===== src/rtl/fetch_controller_pkg.sv =====
// Shared CPU definitions for the fetch stage: FSM state encoding and default vector addresses.
package fetch_controller_pkg;

  typedef enum logic [2:0] {
    BOOT_LO = 3'd0,
    BOOT_HI = 3'd1,
    RUN     = 3'd2,
    INT_LO  = 3'd3,
    INT_HI  = 3'd4
  } fetch_state_t;

  localparam logic [31:0] DEFAULT_RESET_VEC = 32'h0000_0000;
  localparam logic [31:0] DEFAULT_INT_VEC   = 32'h0000_0002;

  // Vectors are stored as two 16-bit words, low half first.
  function automatic logic [31:0] joinHalves(input logic [15:0] hi, input logic [15:0] lo);
    return {hi, lo};
  endfunction

endpackage


===== src/rtl/fetch_controller_pc.sv =====
// Program counter register: loads i_d on enable, resets asynchronously to RESET_VAL.
module program_counter #(
  parameter logic [31:0] RESET_VAL = 32'h0000_0000
) (
  input  logic        i_clk,
  input  logic        i_reset,
  input  logic        i_en,
  input  logic [31:0] i_d,
  output logic [31:0] o_q
);

  logic [31:0] r_q;

  always_ff @(posedge i_clk or negedge i_reset) begin
    if (!i_reset) begin
      r_q <= RESET_VAL;
    end else if (i_en) begin
      r_q <= i_d;
    end
  end

  assign o_q = r_q;

endmodule


===== src/rtl/fetch_controller.sv =====
// Instruction fetch controller: boot vector load, sequential/branch fetch and interrupt entry.
module fetch_controller
  import fetch_controller_pkg::*;
#(
  parameter logic [31:0] RESET_VEC_ADDR = DEFAULT_RESET_VEC,
  parameter logic [31:0] INT_VEC_ADDR   = DEFAULT_INT_VEC
) (
  input  logic        i_clk,
  input  logic        i_reset,
  input  logic        i_stall,
  input  logic        i_branch_taken,
  input  logic [31:0] i_branch_target,
  input  logic        i_interrupt,
  input  logic        i_rti,
  input  logic [15:0] i_imem_data,
  output logic [31:0] o_pc,
  output logic        o_fetch_valid,
  output logic [31:0] o_save_pc,
  output logic        o_save_valid,
  output logic        o_int_active
);

  fetch_state_t r_state;
  fetch_state_t w_nextState;
  logic [15:0]  r_lowHalf;
  logic         r_pending;
  logic         r_intActive;
  logic [31:0]  w_pc;
  logic [31:0]  w_pcD;
  logic         w_pcEn;
  logic [31:0]  w_runNext;
  logic         w_take;
  logic         w_captureLow;

  program_counter #(.RESET_VAL(RESET_VEC_ADDR)) u_pc (
    .i_clk  (i_clk),
    .i_reset(i_reset),
    .i_en   (w_pcEn),
    .i_d    (w_pcD),
    .o_q    (w_pc)
  );

  // Branch wins over stall; the take decision uses the pre-edge mask.
  assign w_runNext = i_branch_taken ? i_branch_target : (i_stall ? w_pc : w_pc + 32'd1);
  assign w_take    = (r_state == RUN) && r_pending && !r_intActive && !i_stall;

  always_ff @(posedge i_clk or negedge i_reset) begin
    if (!i_reset) begin
      r_state <= BOOT_LO;
    end else begin
      r_state <= w_nextState;
    end
  end

  always_comb begin
    w_nextState = r_state;
    case (r_state)
      BOOT_LO: w_nextState = BOOT_HI;
      BOOT_HI: w_nextState = RUN;
      RUN:     w_nextState = w_take ? INT_LO : RUN;
      INT_LO:  w_nextState = INT_HI;
      INT_HI:  w_nextState = RUN;
      default: w_nextState = BOOT_LO;
    endcase
  end

  always_comb begin
    o_pc          = w_pc;
    o_fetch_valid = 1'b0;
    o_save_valid  = 1'b0;
    o_save_pc     = 32'd0;
    w_pcEn        = 1'b0;
    w_pcD         = w_pc;
    w_captureLow  = 1'b0;
    case (r_state)
      BOOT_LO: begin
        o_pc         = RESET_VEC_ADDR;
        w_captureLow = 1'b1;
      end
      BOOT_HI: begin
        o_pc   = RESET_VEC_ADDR + 32'd1;
        w_pcEn = 1'b1;
        w_pcD  = joinHalves(i_imem_data, r_lowHalf);
      end
      RUN: begin
        o_fetch_valid = 1'b1;
        w_pcEn        = i_branch_taken || !i_stall;
        w_pcD         = w_runNext;
        o_save_valid  = w_take;
        o_save_pc     = w_take ? w_runNext : 32'd0;
      end
      INT_LO: begin
        o_pc         = INT_VEC_ADDR;
        w_captureLow = 1'b1;
      end
      INT_HI: begin
        o_pc   = INT_VEC_ADDR + 32'd1;
        w_pcEn = 1'b1;
        w_pcD  = joinHalves(i_imem_data, r_lowHalf);
      end
      default: begin
        o_pc = RESET_VEC_ADDR;
      end
    endcase
  end

  // A request arriving in the take cycle is folded into the interrupt being taken.
  always_ff @(posedge i_clk or negedge i_reset) begin
    if (!i_reset) begin
      r_lowHalf   <= 16'd0;
      r_pending   <= 1'b0;
      r_intActive <= 1'b0;
    end else begin
      if (w_captureLow) begin
        r_lowHalf <= i_imem_data;
      end
      if (w_take) begin
        r_pending <= 1'b0;
      end else if (i_interrupt) begin
        r_pending <= 1'b1;
      end
      if (w_take) begin
        r_intActive <= 1'b1;
      end else if (i_rti) begin
        r_intActive <= 1'b0;
      end
    end
  end

  assign o_int_active = r_intActive;

endmodule

===== config.mk =====
export PLATFORM = sky130hd
export DESIGN_NAME = fetch_controller
export DESIGN_NICKNAME = d
export VERILOG_FILES = /design/src/rtl/fetch_controller_pkg.sv /design/src/rtl/fetch_controller_pc.sv /design/src/rtl/fetch_controller.sv
export SDC_FILE = /design/constraint.sdc
export NUM_CORES = 1
export LEC_CHECK = 0
export ABC_AREA = 1
export CORE_AREA = 2 2 121 123
export CTS_BUF_LIST = sky130_fd_sc_hd__clkbuf_4 sky130_fd_sc_hd__clkbuf_8
export DETAILED_ROUTE_END_ITERATION = 10
export DIE_AREA = 0 0 123 125
export DONT_BUFFER_PORTS = 1
export HOLD_SLACK_MARGIN = 0.15
export PLACE_DENSITY = 0.41
export SLEW_MARGIN = 0
export SYNTH_ARGS = -nofsm -noshare
export SYNTH_HDL_FRONTEND = slang
export SYNTH_SLANG_ARGS = --single-unit

===== constraint.sdc =====
create_clock -name i_clk -period 2.63 [get_ports i_clk]
set_input_delay 0.526 -clock i_clk [delete_from_list [all_inputs] [get_ports i_clk]]
set_output_delay 0.526 -clock i_clk [all_outputs]
set_load 0.01 [all_outputs]

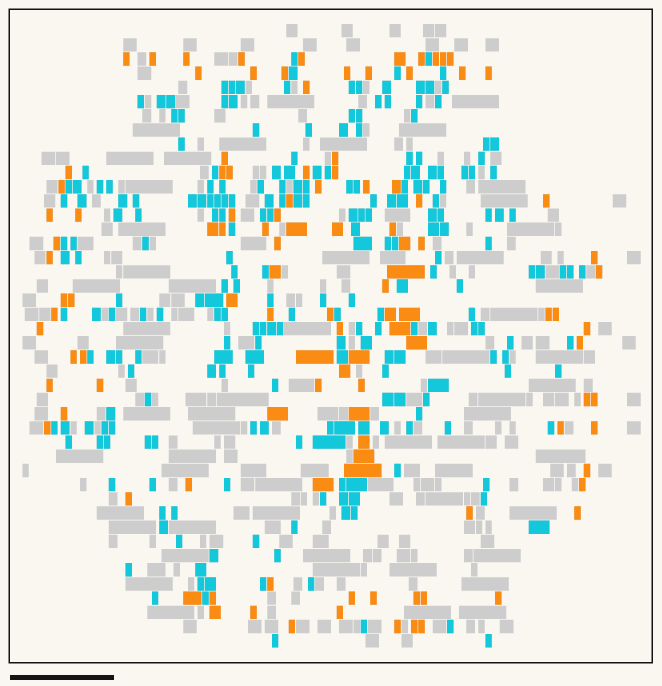
**Above:** run 1 (gate-type map).
Scale bar: 20 um.
| color | family | cells | most used |
|---|---|---|---|
| cyan | nand cells | 242 | nand2_1 |
| orange | nor cells | 111 | nor2_1 |

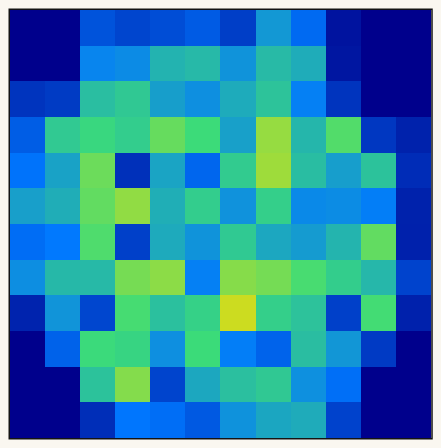
**Above:** run 1 (placement density heat map).
12 x 12 tiles, from dark blue (low) to red (high), 0 to 100% covered.
densest ninth of the die: center
emptiest ninth of the die: upper right
mean over tiles: 29%
fullest tile: 68%
nearly empty tiles: 14%

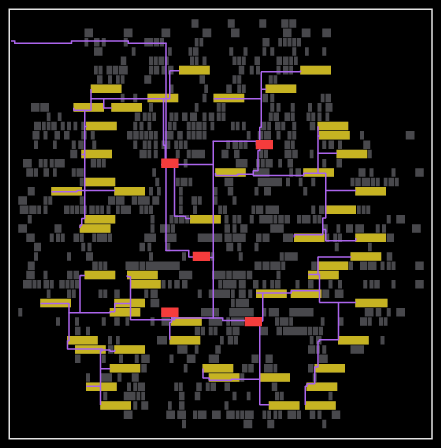
**Above:** run 1 (routed clock nets over the placement).
[yellow] flip-flops | count: 53
[purple] clock wires | length: 822 um
[red] clock drivers | count: 5
routed clock nets: 6

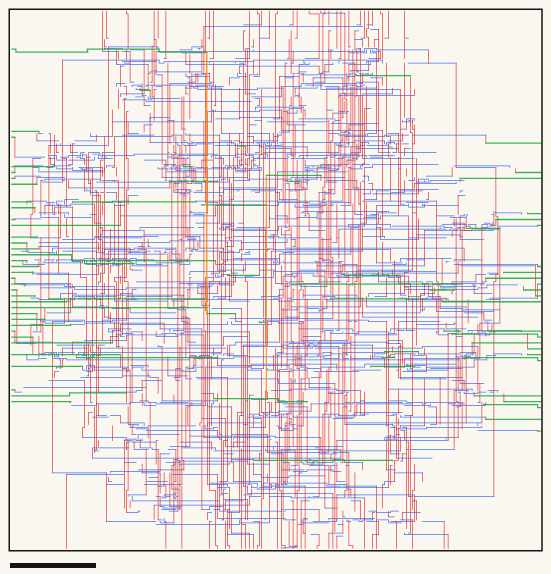
**Above:** run 1 (wiring by layer).
Scale bar: 20 um.
| color | layer | wire length |
|---|---|---|
| red | metal 2 | 7,070 um |
| orange | metal 4 | 112 um |
| green | metal 3 | 967 um |
| blue | metal 1 | 6,970 um |

==> results.sh, run 1 <==
# flow metrics
export IMPL_outcome="completed"
export IMPL_ant_nets=0
export IMPL_path_cells="nand2_2 -> nor2_1 -> nand2_1 -> nor2_4 -> nand3_1 -> nand2_1 -> nand3_1 -> nand2_1 -> nor2_1 -> buf_4"
export IMPL_groute_usage_overall_pct=20.1
export IMPL_grt_setup_unrepaired="true"
export IMPL_synthArstFlopShare_pct=100
export IMPL_synthTopCellsByCount="nand2_1 (171), nor2_1 (91), inv_1 (87)"
export IMPL_power_density_nw_per_um2=1090
export IMPL_drt_pass1_iter_count=5
export IMPL_synth_area_um2=4150
export IMPL_holdWs_ns=0.293
export IMPL_synthCells=641
export IMPL_grt_pass1_wl_um=23600
export IMPL_tightestPinTransition_ns=0.464
export IMPL_drv_slew=0
export IMPL_cp_start_kind="flip-flop"
export IMPL_worst_slack_ns=0.176
export IMPL_yosys_cells=641
export IMPL_hold_path_class="in -> reg"
export IMPL_cp_startpoint="u_pc.o_q[8]$_DFFE_PN0P_"
export IMPL_post_place_ws_ns=0.424
export IMPL_grt_start_max_net_pins=54
export IMPL_yosysMostFrequentCell="nand2_1"
export IMPL_fmax_mhz=407
export IMPL_design_area_um2=4720
export IMPL_ys_area_um2=4150
export IMPL_cts_root_buffer="clkbuf_8"
export IMPL_crit_slowest_cell="dfrtp_1"
export IMPL_ys_flop_type="dfrtp_1"
export IMPL_r2r_end="u_pc.o_q[21]$_DFFE_PN0P_"
export IMPL_r2r_slack_ns=0.49
export IMPL_synth_cell_types=37
export IMPL_arrival_ns=1.93
export IMPL_grt_overflow=0
export IMPL_end_kind="output port"
export IMPL_endpoint="o_save_pc[27]"
export IMPL_numPortBuffers=0
export IMPL_ir_worst_vdd_v=0.000334
export IMPL_area_leaders="dfrtp_1 (32%), nand2_1 (15%), nor2_1 (8.2%), inv_1 (7.9%), nand3_1 (5.9%)"
export IMPL_fp_row_count=44
export IMPL_p_total_uw=5170
export IMPL_holdPathEnd="o_int_active$_DFFE_PN0P_"
export IMPL_edf_count=0
export IMPL_yosysTopAreaCellShare_pct=32.0
export IMPL_die_x_um=123
export IMPL_n_antenna_cell=0
export IMPL_antenna_found_initial=0
export IMPL_max_slew_margin_rel_pct=69.0
export IMPL_final_core_util_pct=33.2
export IMPL_critPathMaxFanout=5
export IMPL_dp_hpwl_um=11400
export IMPL_ys_warnings_count=0
export IMPL_finalClockSkew_ns=0.0145
export IMPL_dp_cells=838
export IMPL_fin_nets=719
export IMPL_ys_seq_share_pct=32.0
export IMPL_min_from="i_rti"
export IMPL_setup_viol=0
export IMPL_fp_dieH_um=125
export IMPL_final_cells=848
export IMPL_routed_wirelength_um=15100
export IMPL_clk_pin_slew_ns=0.09
export IMPL_wl_per_cell_um=17.8
export IMPL_warning_count=27
export IMPL_h_tree_depth=2
export IMPL_clkSinkCount=53
export IMPL_core_area_um2=14200
export IMPL_cp_common_cell="nand2_1"
export IMPL_largest_area_cell="dfrtp_1"
export IMPL_drc=0
export IMPL_finalCriticalPeriod_ns=2.45
export IMPL_drtIter0Drc=250
export IMPL_avgSynthCellArea_um2=6.47
export IMPL_placed_area_um2=4550
export IMPL_tns_ns=0
export IMPL_synth_flops=53
==> run 1: layout make-up <==
cell class	instances	area, um2
fillers	1635	9490
clock buffers	7	90.1
repair buffers	41	355
well taps	184	230
multi-input cells	470	2360
flip-flops and latches	53	1330
inverters	93	357
==> run 1: critical path: cells and delay by family (launching register included) <==
family / cells / cell delay (ns)
simple gates: 9 / 0.99
flops: 1 / 0.47
buf+inv: 1 / 0.16
==> run 1: cells by family (layout without fill, tap and decap cells) <==
group                    Yosys count  count (layout)  synth area share [%]
XOR/XNOR                           5               5                  1.06
AND/OR/NAND/NOR                  371             371                  41.5
flip-flops                        53              53                  32.0
adder cells (fa/ha/maj)            1               1                 0.301
AND-OR/OR-AND                     93              93                  13.2
buffers and inverters            118             141                  12.0
==> run 1: power by group <==
group          internal, uW  switching, uW  leakage (uW)  total, uW
registers              1240            363      0.000644       1610
clock network           220            279     0.0000477        499
logic                   985           2070       0.00163       3060
==> run 1: layer usage <==
layer  vias up  wire (um)  track usage, %
li1       2055          -               -
met3         6        967            3.74
met5         -          0               0
met4         0        112            3.41
met1      1871       6970            28.6
met2       113       7070            32.1
==> run 1: state kept, by name, indices dropped and copies added (netlist names) <==
register,cells
u_pc.o_q,32
r_lowHalf,16
r_state,3
o_int_active,1
r_pending,1
==> run 1: what timing repair did <==
item,CTS,global route
hold endpoints to repair,53,0
gates resized,0,10
endpoints found under the setup margin,0,10
setup buffers,0,1
hold buffers,2,0
==> run 1: cell usage in the layout (no fill, tap or decap), drive strengths merged, types with 2 or more instances in the layout <==
master and count:
nand4 3, o22ai 14, a21o 2, nor2 109, nand3 54, o21bai 10
o211ai 5, o221ai 3, xor2 5, clkbuf 7, a21oi 11, nand2 185
nor3 2, buf 40, and2 2, inv 93, dfrtp 53, o21ai 47
or2 16
==> run 2: changes to the inputs <==
CAP_MARGIN = 30   (was not set)
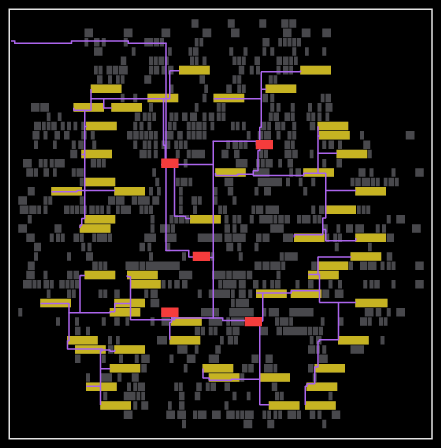
**Above:** run 2 (routed clock nets over the placement).
[red] clock drivers | count: 5
[purple] clock wires | length: 822 um
[yellow] flip-flops | count: 53
routed clock nets: 6
flops lie: widely spread

==> results.sh, run 2 <==
# flow metrics
export IMPL_end_kind="output port"
export IMPL_ys_warnings_count=0
export IMPL_post_place_ws_ns=0.424
export IMPL_routed_wirelength_um=15100
export IMPL_seqCellArea_um2=1330
export IMPL_grt_overflow=0
export IMPL_groute_usage_overall_pct=20.1
export IMPL_numPortBuffers=0
export IMPL_hold_path_class="in -> reg"
export IMPL_yosysTopAreaCellShare_pct=32.0
export IMPL_ys_seq_share_pct=32.0
export IMPL_routed_wl_met3_um=967
export IMPL_p_total_uw=5170
export IMPL_cp_top_family="simple AND/OR/NAND/NOR gates"
export IMPL_met2WireLength_um=7070
export IMPL_grt_setup_unrepaired="true"
export IMPL_largest_area_cell="dfrtp_1"
export IMPL_met3_usage_pct=3.74
export IMPL_power_density_nw_per_um2=1090
export IMPL_area_leaders="dfrtp_1 (32%), nand2_1 (15%), nor2_1 (8.2%), inv_1 (7.9%), nand3_1 (5.9%)"
export IMPL_non_clock_inverter_count=93
export IMPL_largest_reg_flops=32
export IMPL_cts_root_buffer="clkbuf_8"
export IMPL_yosysMostFrequentCell="nand2_1"
export IMPL_edf_count=0
export IMPL_clkSinkCount=53
export IMPL_fp_row_count=44
export IMPL_ir_worst_vdd_v=0.000334
export IMPL_max_slew_margin_rel_pct=69.0
export IMPL_buffer_area_share_pct=7.53
export IMPL_grt_met1_usage_pct=28.6
export IMPL_clk_pin_slew_ns=0.09
export IMPL_seq_share_pct=28.1
export IMPL_synthArstFlopShare_pct=100
export IMPL_path_cells="nand2_2 -> nor2_1 -> nand2_1 -> nor2_4 -> nand3_1 -> nand2_1 -> nand3_1 -> nand2_1 -> nor2_1 -> buf_4"
export IMPL_fp_dieH_um=125
export IMPL_combGateArea_um2=2360
export IMPL_globalRouteMet2Util_pct=32.1
export IMPL_die_x_um=123
export IMPL_dr_max_layer_used="met4"
export IMPL_dp_hpwl_um=11400
export IMPL_core_area_um2=14200
export IMPL_r2r_slack_ns=0.49
export IMPL_grt_pass1_wl_um=23600
export IMPL_finalClockSkew_ns=0.0145
export IMPL_drtIter0Drc=250
export IMPL_taps=184
export IMPL_avgSynthCellArea_um2=6.47
export IMPL_warning_count=27
export IMPL_outcome="completed"
export IMPL_arrival_ns=1.93
export IMPL_crit_buf_inv=1
export IMPL_yosys_cells=641
export IMPL_ys_area_um2=4150
export IMPL_m1WireLength_um=6970
export IMPL_worst_slack_ns=0.176
export IMPL_mostFrequentLayoutCell="nand2_1"
export IMPL_largest_class="combinational gates"
export IMPL_fmax_mhz=407
export IMPL_fin_nets=719
export IMPL_crit_slowest_cell="dfrtp_1"
export IMPL_synth_area_um2=4150
==> run 2: path summary, 6_finish.rpt <==
path                                                from                       end  cells past startpoint
worst max-delay path             u_pc.o_q[8]$_DFFE_PN0P_             o_save_pc[27]                     10
worst min-delay path                               i_rti  o_int_active$_DFFE_PN0P_                      1
worst max register to register      r_state[2]$_DFF_PN0_  u_pc.o_q[21]$_DFFE_PN0P_                      8
worst min register to register  r_lowHalf[1]$_DFFE_PN0P_   u_pc.o_q[1]$_DFFE_PN0P_                      2
max in group asynchronous                        i_reset   u_pc.o_q[5]$_DFFE_PN0P_                      2
min in group asynchronous                        i_reset  u_pc.o_q[25]$_DFFE_PN0P_                      2
==> run 2: power by group <==
group	leakage (uW)	switching (uW)	internal, uW	total (uW)
Sequential	0.000644	363	1240	1610
Combinational	0.00163	2070	985	3060
Clock	0.0000477	279	220	499
Total	0.00232	2720	2450	5170
==> run 2: through the flow <==
step	std cells	utilization, %	setup TNS (ns)	instance area (um2)
after global placement	838	32.0	0	4550
after CTS	847	32.9	0	4680
final	848	33.2	0	4720
after floorplan	641	-	0	4150
after detailed placement	838	32.0	0	4550
after global routing	848	33.2	-0.00387	4720
==> run 2: cell families (layout without fill, tap and decap cells) <==
family	count (synthesis)	after routing	share of synthesized area, %
simple gates	371	371	41.5
buf+inv	118	141	12.0
compound gates	93	93	13.2
flops	53	53	32.0
xor+xnor	5	5	1.06
fa+ha+maj	1	1	0.301
==> run 2: repair_timing <==
| action | in CTS | in global routing |
|---|---|---|
| gates resized | 0 | 10 |
| hold buffers | 2 | 0 |
| hold endpoints to repair | 53 | 0 |
| setup buffers | 0 | 1 |
| endpoints found under the setup margin | 0 | 10 |
**Run 2: wiring by layer**

Scale bar: 20 um.
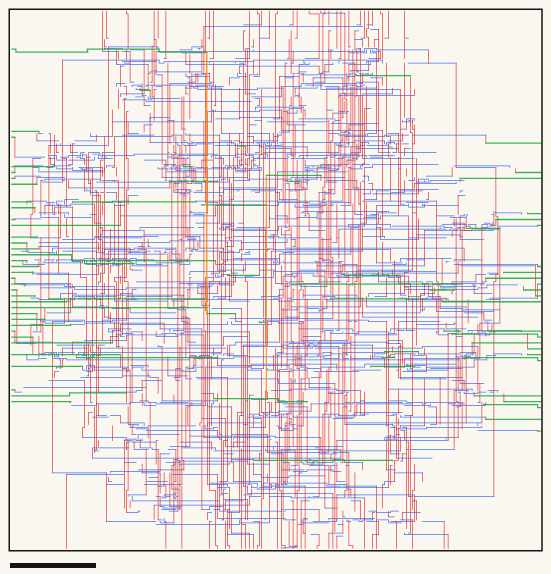

==> run 3: changes to the inputs <==
ABC_AREA = not set   (was 1)
CORE_AREA = 2 2 118 120   (was 2 2 121 123)
DIE_AREA = 0 0 120 122   (was 0 0 123 125)
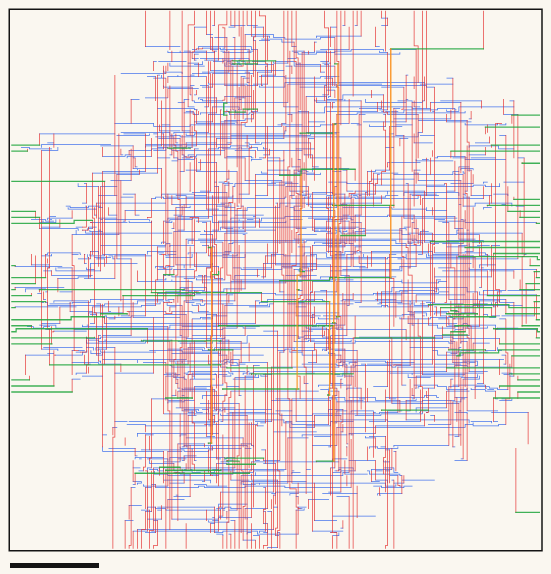
**Above:** run 3 (wiring by layer).
Scale bar: 20 um.
Routed WL per cell: 22.6 um
GRT Resource Usage Total: 21.4%
Routed WL: 16,100 um

==> results.sh, run 3 <==
# flow metrics
export IMPL_reg2reg_from="u_pc.o_q[4]$_DFFE_PN0P_"
export IMPL_die_x_um=120
export IMPL_drt_pass1_iter_count=6
export IMPL_hold_path_class="in -> reg"
export IMPL_ir_worst_vdd_v=0.000454
export IMPL_ys_warnings_count=0
export IMPL_largest_area_cell="dfrtp_1"
export IMPL_numPortBuffers=0
export IMPL_finalCriticalPeriod_ns=2.74
export IMPL_p_sw_share_pct=46.3
export IMPL_area_leaders="dfrtp_1 (34%), nor2_1 (4.8%), and2_1 (4.6%), mux2_2 (4.6%), xnor2_1 (4.2%)"
export IMPL_outcome="complete, but fails checks"
export IMPL_grt_pass1_wl_um=23900
export IMPL_dp_cells=670
export IMPL_fmax_mhz=365
export IMPL_path_cells="and4b_2 -> nand4_4 -> or4_4 -> xnor2_1 -> a21oi_1 -> buf_4"
export IMPL_clkSinkCount=53
export IMPL_grt_overflow=0
export IMPL_clock_power_share_pct=10.2
export IMPL_placed_area_um2=4590
export IMPL_pg_clk_uw=620
export IMPL_worst_slack_ns=-0.107
export IMPL_cts_root_buffer="clkbuf_8"
export IMPL_synth_area_um2=3930
export IMPL_r2r_slack_ns=0.48
export IMPL_drv_slew=0
export IMPL_grt_setup_unrepaired="true"
export IMPL_fp_row_count=43
export IMPL_setup_viol=7
export IMPL_tns_ns=-0.351
export IMPL_top_power_group="combinational cells"
export IMPL_finalClockSkew_ns=0.00923
export IMPL_fin_nets=586
export IMPL_yosys_cells=456
export IMPL_n_antenna_cell=0
export IMPL_cp_startpoint="u_pc.o_q[4]$_DFFE_PN0P_"
export IMPL_grt_start_max_net_pins=54
export IMPL_crit_slowest_cell="or4_4"
export IMPL_synth_flops=53
export IMPL_cp_top_family="simple AND/OR/NAND/NOR gates"
export IMPL_edf_count=0
export IMPL_seq_power_share_pct=28.0
export IMPL_drtIter0Drc=326
export IMPL_ys_seq_share_pct=33.7
export IMPL_tightestPinTransition_ns=0.506
export IMPL_endpoint="o_save_pc[24]"
export IMPL_r2r_end="u_pc.o_q[24]$_DFFE_PN0P_"
export IMPL_yosysTopAreaCellShare_pct=33.7
export IMPL_mostFrequentLayoutCell="buf_4"
export IMPL_violations="setup timing"
export IMPL_design_area_um2=5270
export IMPL_avgSynthCellArea_um2=8.62
export IMPL_pg_seq_uw=1710
export IMPL_p_total_uw=6100
export IMPL_warning_count=28
export IMPL_max_slew_margin_rel_pct=66.3
export IMPL_post_place_ws_ns=0.0292
export IMPL_hold_path_depth=1
export IMPL_critPathMaxFanout=7
-- run 3: worst min-delay path by stage --
stage                       start                        to  slack, ns
after floorplan           i_reset  o_int_active$_DFFE_PN0P_       0.23
after global placement    i_reset      r_state[2]$_DFF_PN0_       0.23
after detailed placement  i_reset      r_state[2]$_DFF_PN0_       0.23
final                       i_rti  o_int_active$_DFFE_PN0P_       0.29
after CTS                   i_rti  o_int_active$_DFFE_PN0P_       0.28
after global routing        i_rti  o_int_active$_DFFE_PN0P_       0.29
-- run 3: per-layer routing --
layer  part of all wire (%)  vias up  track usage, %
met3                    6.5       15            4.21
met5                      0        -               0
met2                     47      155            34.6
met1                     44     1951            29.0
met4                    1.9        0            5.96
li1                       -     1832               -
-- run 3: layout make-up --
cell class	instances	area (um2)
fillers	1374	8240
multi-input cells	353	2660
flip-flops and latches	53	1330
repair buffers	105	878
well taps	180	225
clock buffers	6	82.6
inverters	12	48.8
clock inverters	2	37.5
repair inverters	1	5.00
-- run 3: cell families (layout without fill, tap and decap cells) --
| kind of cell | after synthesis | count (layout) | synth area share [%] |
|---|---|---|---|
| AND-OR/OR-AND | 120 | 120 | 20.9 |
| XOR/XNOR | 31 | 31 | 6.91 |
| adder cells (fa/ha/maj) | 1 | 1 | 0.318 |
| buffers and inverters | 51 | 126 | 5.25 |
| flip-flops | 53 | 53 | 33.7 |
| multiplexers | 23 | 23 | 6.37 |
| AND/OR/NAND/NOR | 177 | 178 | 26.5 |
-- run 3: what timing repair did --
item | 4_1_cts | 5_1_grt
endpoints found under the hold margin | 53 | 0
gates resized | 28 | 29
gates cloned | 1 | 1
pin swaps | 10 | 25
hold buffers | 2 | 0
endpoints found under the setup margin | 21 | 22
setup buffers | 13 | 17
Power is estimated from default activity; no workload was simulated.
